===== src/rtl/dco_acq_sequencer.sv =====
// dco_acq_sequencer: 8-step SAR coarse search on CTW, then saturating bang-bang tracking on FTW with lock detection.
// Optional macro DCO_RELOCK_EN: a fine-word rail hit restarts coarse acquisition instead of saturating.
module dco_acq_sequencer #(
    parameter int CTW_W      = 8,
    parameter int FTW_W      = 8,
    parameter int SETTLE     = 16,
    parameter int LOCK_CNT   = 32,
    parameter int UNLOCK_RUN = 8
) (
    input  logic             clk,
    input  logic             reset,
    input  logic             start,
    input  logic             UP,
    input  logic             DN,
    output logic [CTW_W-1:0] CTW,
    output logic [FTW_W-1:0] FTW,
    output logic             lock,
    output logic             busy,
    output logic [1:0]       state
);
    localparam int SW = $clog2(SETTLE);
    localparam int NW = SW + 2;
    localparam int BW = (CTW_W > 1) ? $clog2(CTW_W) : 1;
    localparam int RW = $clog2(LOCK_CNT + 1);
    localparam int UW = $clog2(UNLOCK_RUN + 1);
    localparam logic [CTW_W-1:0] CTW_MID = CTW_W'(1) << (CTW_W - 1);
    localparam logic [FTW_W-1:0] FTW_MID = FTW_W'(1) << (FTW_W - 1);

    typedef enum logic [1:0] {
        S_IDLE   = 2'd0,
        S_COARSE = 2'd1,
        S_FINE   = 2'd2,
        S_LOCKED = 2'd3
    } state_t;

    state_t                cur_state, nxt_state;
    logic [CTW_W-1:0]      ctw_q, nxt_ctw;
    logic [FTW_W-1:0]      ftw_q, nxt_ftw;
    logic [BW-1:0]         bit_idx, nxt_bit, bit_lo;
    logic [SW-1:0]         settle_cnt, nxt_settle;
    logic signed [NW-1:0]  net, nxt_net, net_sum, step_ext;
    logic [RW-1:0]         rev_cnt, nxt_rev;
    logic [UW-1:0]         run_cnt, nxt_run, run_inc;
    logic                  last_up, nxt_last_up, last_vld, nxt_last_vld;
    logic                  step_up, step_dn, step_nz, rail, reversal, same_dir, relock;

    assign CTW   = ctw_q;
    assign FTW   = ftw_q;
    assign state = cur_state;
    assign lock  = (cur_state == S_LOCKED);
    assign busy  = (cur_state != S_IDLE);

    always_comb begin
        step_up  = UP & ~DN;
        step_dn  = DN & ~UP;
        step_nz  = step_up | step_dn;
        step_ext = step_up ? NW'(1) : (step_dn ? {NW{1'b1}} : '0);
        net_sum  = net + step_ext;
        rail     = (step_up && ftw_q == '1) || (step_dn && ftw_q == '0);
        same_dir = last_vld && (last_up == step_up);
        reversal = step_nz && last_vld && (last_up != step_up);
        run_inc  = !same_dir ? UW'(1) :
                   ((run_cnt == UW'(UNLOCK_RUN)) ? run_cnt : run_cnt + 1'b1);
        bit_lo   = bit_idx - 1'b1;
        relock   = 1'b0;

        nxt_state    = cur_state;
        nxt_ctw      = ctw_q;
        nxt_ftw      = ftw_q;
        nxt_bit      = bit_idx;
        nxt_settle   = settle_cnt;
        nxt_net      = net;
        nxt_rev      = rev_cnt;
        nxt_run      = run_cnt;
        nxt_last_up  = last_up;
        nxt_last_vld = last_vld;

        case (cur_state)
            S_IDLE: ;
            S_COARSE: begin
                nxt_net    = net_sum;
                nxt_settle = settle_cnt + 1'b1;
                // Decision includes the vote sampled on this final window cycle.
                if (settle_cnt == SW'(SETTLE - 1)) begin
                    nxt_net    = '0;
                    nxt_settle = '0;
                    if (net_sum[NW-1]) nxt_ctw[bit_idx] = 1'b0;
                    if (bit_idx == '0) begin
                        nxt_state = S_FINE;
                    end else begin
                        nxt_bit         = bit_lo;
                        nxt_ctw[bit_lo] = 1'b1;
                    end
                end
            end
            S_FINE, S_LOCKED: begin
                if (step_nz) begin
                    nxt_last_up  = step_up;
                    nxt_last_vld = 1'b1;
                    nxt_run      = run_inc;
                end
                if (rail) begin
`ifdef DCO_RELOCK_EN
                    relock = 1'b1;
`else
                    nxt_state = S_FINE;
                    nxt_rev   = '0;
`endif
                end else begin
                    if (step_up)      nxt_ftw = ftw_q + 1'b1;
                    else if (step_dn) nxt_ftw = ftw_q - 1'b1;
                    if (cur_state == S_FINE && reversal) begin
                        nxt_rev = rev_cnt + 1'b1;
                        if (rev_cnt == RW'(LOCK_CNT - 1)) nxt_state = S_LOCKED;
                    end else if (cur_state == S_LOCKED && step_nz && run_inc == UW'(UNLOCK_RUN)) begin
                        nxt_state = S_FINE;
                        nxt_rev   = '0;
                    end
                end
            end
            default: ;
        endcase

        // Fresh acquisition: from a start pulse in any state, or a relock after a rail hit.
        if (start || relock) begin
            nxt_state    = S_COARSE;
            nxt_ctw      = CTW_MID;
            nxt_ftw      = FTW_MID;
            nxt_bit      = BW'(CTW_W - 1);
            nxt_settle   = '0;
            nxt_net      = '0;
            nxt_rev      = '0;
            nxt_run      = '0;
            nxt_last_up  = 1'b0;
            nxt_last_vld = 1'b0;
        end
    end

    always_ff @(posedge clk) begin
        if (reset) begin
            cur_state  <= S_IDLE;
            ctw_q      <= CTW_MID;
            ftw_q      <= FTW_MID;
            bit_idx    <= BW'(CTW_W - 1);
            settle_cnt <= '0;
            net        <= '0;
            rev_cnt    <= '0;
            run_cnt    <= '0;
            last_up    <= 1'b0;
            last_vld   <= 1'b0;
        end else begin
            cur_state  <= nxt_state;
            ctw_q      <= nxt_ctw;
            ftw_q      <= nxt_ftw;
            bit_idx    <= nxt_bit;
            settle_cnt <= nxt_settle;
            net        <= nxt_net;
            rev_cnt    <= nxt_rev;
            run_cnt    <= nxt_run;
            last_up    <= nxt_last_up;
            last_vld   <= nxt_last_vld;
        end
    end
endmodule


===== config.mk =====
export PLATFORM = sky130hd
export DESIGN_NAME = dco_acq_sequencer
export DESIGN_NICKNAME = d
export VERILOG_FILES = /design/src/rtl/dco_acq_sequencer.sv
export SDC_FILE = /design/constraint.sdc
export NUM_CORES = 1
export LEC_CHECK = 0
export CAP_MARGIN = 20
export CORE_MARGIN = 2
export CORE_UTILIZATION = 50
export CTS_CLUSTER_SIZE = 24
export DETAILED_ROUTE_END_ITERATION = 10
export GPL_TIMING_DRIVEN = 0
export PLACE_DENSITY = 0.7
export SKIP_CTS_REPAIR_TIMING = 1
export SYNTH_ARGS = -nofsm -noshare
export SYNTH_HDL_FRONTEND = slang
export SYNTH_SLANG_ARGS = --single-unit

===== constraint.sdc =====
create_clock -name clk -period 6 [get_ports clk]
set_input_delay 1.8 -clock clk [delete_from_list [all_inputs] [get_ports clk]]
set_output_delay 1.8 -clock clk [all_outputs]
set_load 0.01 [all_outputs]

Fig. 1: run 1, wires at chosen ports, followed through buffers
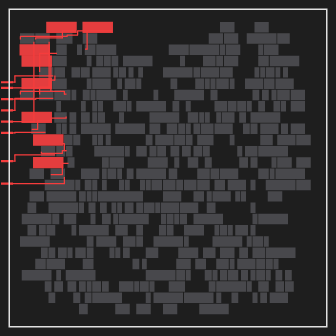
- red: CTW (bits 8; direction output; end cells 8; buffers 8; wire 211 um)

Fig. 2: run 1, the metal 1 layer
Supply wires on this layer in grey.
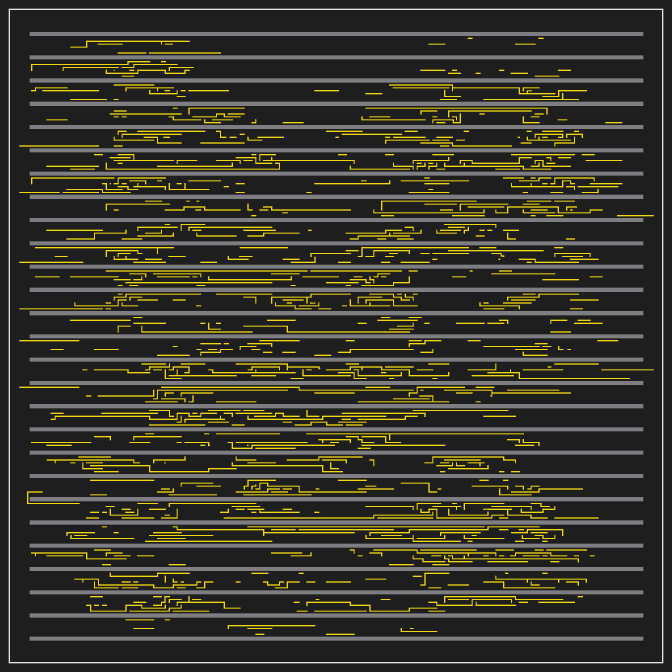
- nets with wire on the layer: 358
- longest straight run: 27.6 um
- main direction: horizontal
- share of all routed wire: 49%
- wire length on this layer: 2820 um

Fig. 3: run 1, cell classes on the final placement
Bar = 20 um. Fill, decap, tap and diode cells in grey.
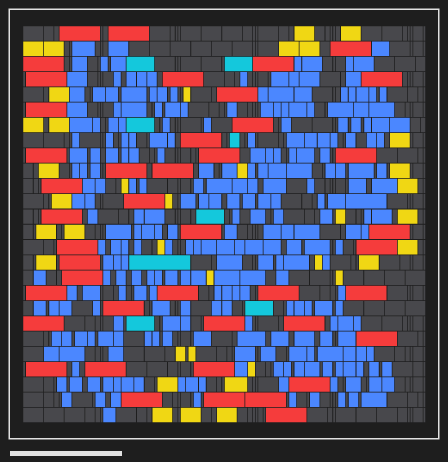
- blue: remaining logic cells (cells 273)
- red: registers (cells 43)
- cyan: clock drivers and dummy loads (cells 8)
- yellow: remaining buffers and delay cells (cells 37)

==> flow_summary_export.csv, run 1 <==
group,metric,value,unit
synth,ys_ff,43,
final_layout,layout.nets,385,
synth,syn_area,2610,um2
detailed_routing,num_vias,2363,
global_routing,grt_overflow,0,
place,hpwl,4189,um
detailed_routing,drtPass1Iterations,4,
synth,avgSynthCellArea,7.933,um2
final_timing,hold_viol_final,0,
hold_path,hold_class,"flop to flop",
place,place_congestion,0.8355,
detailed_routing,drc_errors,0,
final_timing,worst_clock_skew,8.267,ps
power,p_leak,1.130,nW
clock_tree,clockBufferDepth,2,
power,vdd_ir_drop_max,0.1336,mV
detailed_routing,drtAntennaViolNets,0,
global_routing,grt_first_pass_wirelength,9839,um
run_status,status,"finished, final reports clean",
global_routing,track_usage,20.56,%
==> run 1: critical path: stages <==
cell and delay, ps:
clkdlybuf4s50_1 510, inv_1 60, ha_1 260, inv_1 240, ha_1 280, a21oi_1 200, o211ai_1 150, o41ai_1 340
xnor2_1 140, or3_1 330, nand3_1 80
==> run 1: layout make-up <==
type                            instances  area share (%)
Buffer                                 13           1.966
Clock buffer                            6           2.703
Clock inverter                          2           1.147
Inverter                               16           1.966
Multi-Input combinational cell        257           53.32
Sequential cell                        43           28.17
Tap cell                               70           2.867
Timing Repair Buffer                   24           7.862
==> run 1: cells by family (layout without fill, tap and decap cells) <==
| group | count (synthesis) | after routing | synth area share [%] |
|---|---|---|---|
| AND-OR/OR-AND | 78 | 78 | 19.42 |
| XOR/XNOR | 14 | 14 | 4.698 |
| adder cells (fa/ha/maj) | 20 | 20 | 9.875 |
| buffers and inverters | 29 | 61 | 4.602 |
| flip-flops | 43 | 43 | 32.98 |
| multiplexers | 6 | 6 | 2.301 |
| AND/OR/NAND/NOR | 139 | 139 | 26.13 |
==> run 1: power groups by stage <==
| stage | registers, W | logic, W | clock network [W] |
|---|---|---|---|
| finish | 0.000288 | 0.0000412 | 0.000237 |
| global route | 0.000289 | 0.0000461 | 0.000254 |
| CTS | 0.000288 | 0.0000411 | 0.000242 |
| detailed placement | 0.000295 | 0.0000405 | 0 |
| global placement | 0.000295 | 0.0000403 | 0 |
| floorplan | 0.000294 | 0.0000282 | 0 |
==> run 1: metrics by stage <==
step	instance area (um2)	setup WS (ps)	util, %
after detailed placement	2938	1554	57.89
after CTS	3055	1847	60.21
after global placement	2938	1588	57.89
after floorplan	2610	2378	-
final	3055	1837	60.21
after global routing	3055	1727	60.21
==> run 1: sequential cells by signal (all words and copies together) (netlist names) <==
register / count
FTW: 8
bit_idx: 3
rev_cnt: 6
settle_cnt: 4
net: 6
last_vld: 1
last_up: 1
CTW: 8
state: 2
run_cnt: 4
==> run 1: cells in the final DEF (no fill, tap or decap), drive strengths merged, types with 7 or more instances in the layout <==
| master | count |
|---|---|
| dfxtp | 43 |
| nor2 | 37 |
| nand2 | 36 |
| a21oi | 27 |
| clkdlybuf4s50 | 24 |
| ha | 19 |
| nand3 | 17 |
| inv | 16 |
| clkbuf | 15 |
| o21ai | 14 |
| nor3 | 9 |
| xnor2 | 8 |
| nand2b | 7 |
==> run 1: worst max-delay path by stage <==
stage / startpoint / end / slack (ps) / depth (start not counted)
5_1_grt: DN / FTW[7] / 1730 / 11
3_5_place_dp: DN / FTW[7] / 1550 / 11
2_1_floorplan: DN / FTW[7] / 2380 / 10
3_3_place_gp: DN / FTW[7] / 1590 / 11
6_report: DN / FTW[7] / 1840 / 11
4_1_cts: DN / FTW[7] / 1850 / 11
==> run 1: routing by layer <==
metal,routed length (um),track usage [%]
met5,0,0
met4,104,8.364
met3,220,3.791
met2,2558,34.51
met1,2819,26.04
--- run 2 (diff from run 1) ---
--- a/config.mk
+++ b/config.mk
@@ -11,7 +11,7 @@
 export CTS_CLUSTER_SIZE = 24
 export DETAILED_ROUTE_END_ITERATION = 10
 export GPL_TIMING_DRIVEN = 0
-export PLACE_DENSITY = 0.7
+export PLACE_DENSITY = 0.73
 export SKIP_CTS_REPAIR_TIMING = 1
 export SYNTH_ARGS = -nofsm -noshare
 export SYNTH_HDL_FRONTEND = slang
==> constraint.sdc (replaced) <==
create_clock -name clk -period 3.6 [get_ports clk]
set_input_delay 1.08 -clock clk [delete_from_list [all_inputs] [get_ports clk]]
set_output_delay 1.08 -clock clk [all_outputs]
set_load 0.01 [all_outputs]
Fig. 4: run 2, the metal 1 layer
Supply wires on this layer in grey.
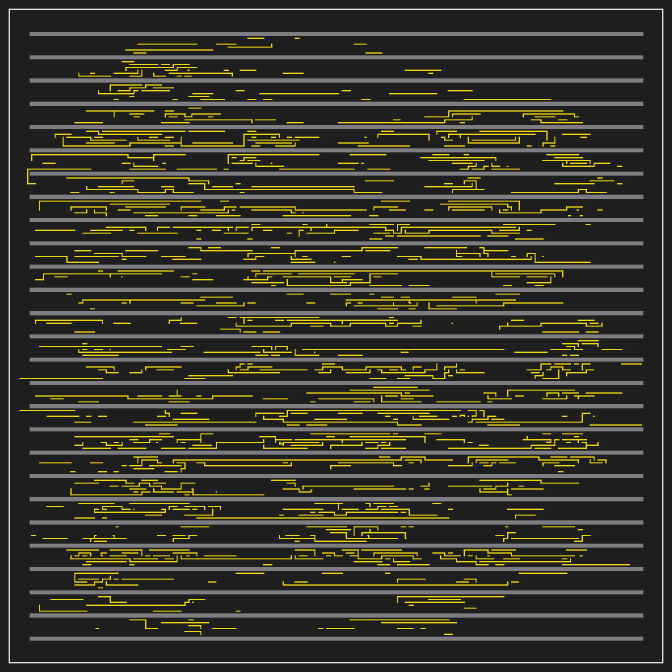
- nets with wire on the layer: 349
- main direction: horizontal
- longest straight run: 35.0 um
- share of all routed wire: 49%

Fig. 5: run 2, track usage over the die
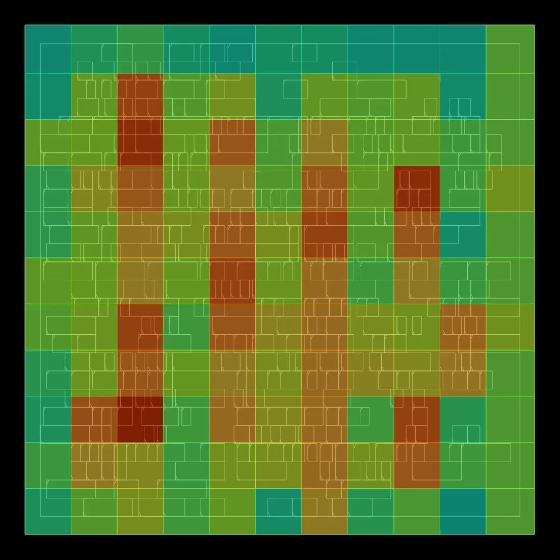
Total GRT Usage: 20.51%
Final Util: 59.47%

Fig. 6: run 2, placement density heat map
The die is cut into 8 by 8 equal tiles; white is low, dark blue is high, 0 to 100% covered.
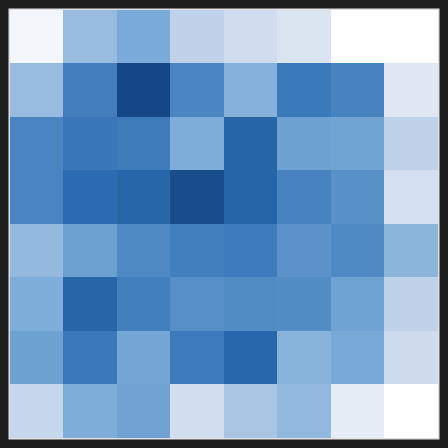
- densest ninth of the die: centre
- mean over tiles: 50%
- tiles over 75% full: 13%
- fullest tile: 90%
- nearly empty tiles: 4.7%

==> run 2 against run 1 <==
Compared with the run above:
- worst hold slack better by 2.2 ps
- highest routed layer unchanged
- largest power group unchanged
- critical path type unchanged
- sequential share of layout area up 0.35 points
- global-route usage down 0.051 points
- largest cell class unchanged
- clock power up about 20%
- sequential power up 67%
- setup slack worse by 1500 ps
==> flow_summary_export.csv, run 2 <==
group,metric,value,unit
global_routing,grt_overflow,0,
place,place_congestion,0.8505,
detailed_routing,drtAntennaViolNets,0,
worst_setup_path,crit_path_end,"CTW[1]",
final_layout,area_growth_syn_to_layout,15.63,%
final_timing,fin_crit,3304,ps
detailed_routing,viasPerCell,5.590,
synth,avgSynthCellArea,7.933,um2
run_status,status,"finished, final reports clean",
worst_setup_path,setup.worst_path.start,"UP",
global_routing,grt_first_pass_wirelength,9942,um
final_layout,final_layout_top_logic_cells,"43 x dfxtp_1, 37 x nor2_1, 36 x nand2_1, 27 x a21oi_1, 24 x clkdlybuf4s50_1",
final_timing,worst_clock_skew,5.447,ps
synth,top_area_cell,"dfxtp_1",
final_layout,layout.nets,385,
detailed_routing,drc_errors,0,
synth,fp_nets,354,
clock_tree,cts_buffers,5,
detailed_routing,drtPass1Iterations,4,
place,hpwl,4255,um
die,core_area,5075,um2
synth,yosys_area,2610,um2
final_layout,layout_top_cell,"dfxtp_1",
final_layout,fin_area,3018,um2
place,portBuffers,24,
hold_path,hold_class,"flop to flop",
final_timing,drv_slew,0,
synth,ys_ff,43,
detailed_routing,wl,5715,um
synth,syn_area,2610,um2
place,dpl_cell_area,2938,um2
power,vdd_ir_drop_max,0.2819,mV
final_timing,hold_viol_final,0,
synth,ys_warn_count,0,
clock_tree,clockBufferDepth,2,
final_timing,rsz0062_at_grt,"false",
[run 2: logic make-up (layout without fill, tap and decap cells)]
group | Yosys count | after routing | synth area share [%]
buf+inv | 29 | 59 | 4.602
compound gates | 78 | 78 | 19.42
fa+ha+maj | 20 | 20 | 9.875
simple gates | 139 | 139 | 26.13
flops | 43 | 43 | 32.98
mux | 6 | 6 | 2.301
xor+xnor | 14 | 14 | 4.698
[run 2: worst max-delay path: stages]
cell and delay, ps:
clkdlybuf4s50_1 480, inv_1 70, ha_1 330, inv_1 60, ha_1 210, nor2b_1 140
o211ai_1 180, and2_1 180, o2111a_1 300, nand2_1 150, o311a_1 300
[run 2: per-stage QoR]
step	setup slack, ps	instances
2_1_floorplan	697.8	329
3_3_place_gp	-107.3	423
3_5_place_dp	-127.2	423
4_1_cts	155.8	429
5_1_grt	62.84	429
6_report	296.2	429
[run 2: worst min-delay path by stage]
stage | start | to | cells after the start
floorplan | net[0] | net[0] | 2
finish | net[0] | net[0] | 2
global route | net[0] | net[0] | 2
global placement | net[0] | net[0] | 2
detailed placement | net[0] | net[0] | 2
CTS | net[0] | net[0] | 2
[run 2: layout make-up]
type / instances / area, um2
timing repair buffer: 24 / 240.2
multi-input combinational: 257 / 1637
fill: 487 / 2057
tap: 70 / 87.58
buffer: 13 / 60.06
sequential: 43 / 860.8
inverter: 16 / 60.06
clock buffer: 6 / 72.57
[run 2: metal layers]
layer | global-route usage (%) | routed length [um] | vias to the layer above
met2 | 35.58 | 2692 | 34
met1 | 25.87 | 2772 | 1129
met3 | 3.555 | 177 | 7
met5 | 0 | 0 | -
met4 | 6.545 | 73 | 0
li1 | - | - | 1228
[run 2: where the power goes]
part / total (W) / leakage [nW] / internal, W / switching (W)
registers: 0.000480 / 0.347 / 0.000477 / 0.00000302
logic: 0.0000688 / 0.726 / 0.0000283 / 0.0000405
clock network: 0.000284 / 0.0371 / 0.000130 / 0.000155
Power figures rest on the tool's default switching activity, not on a simulated workload.
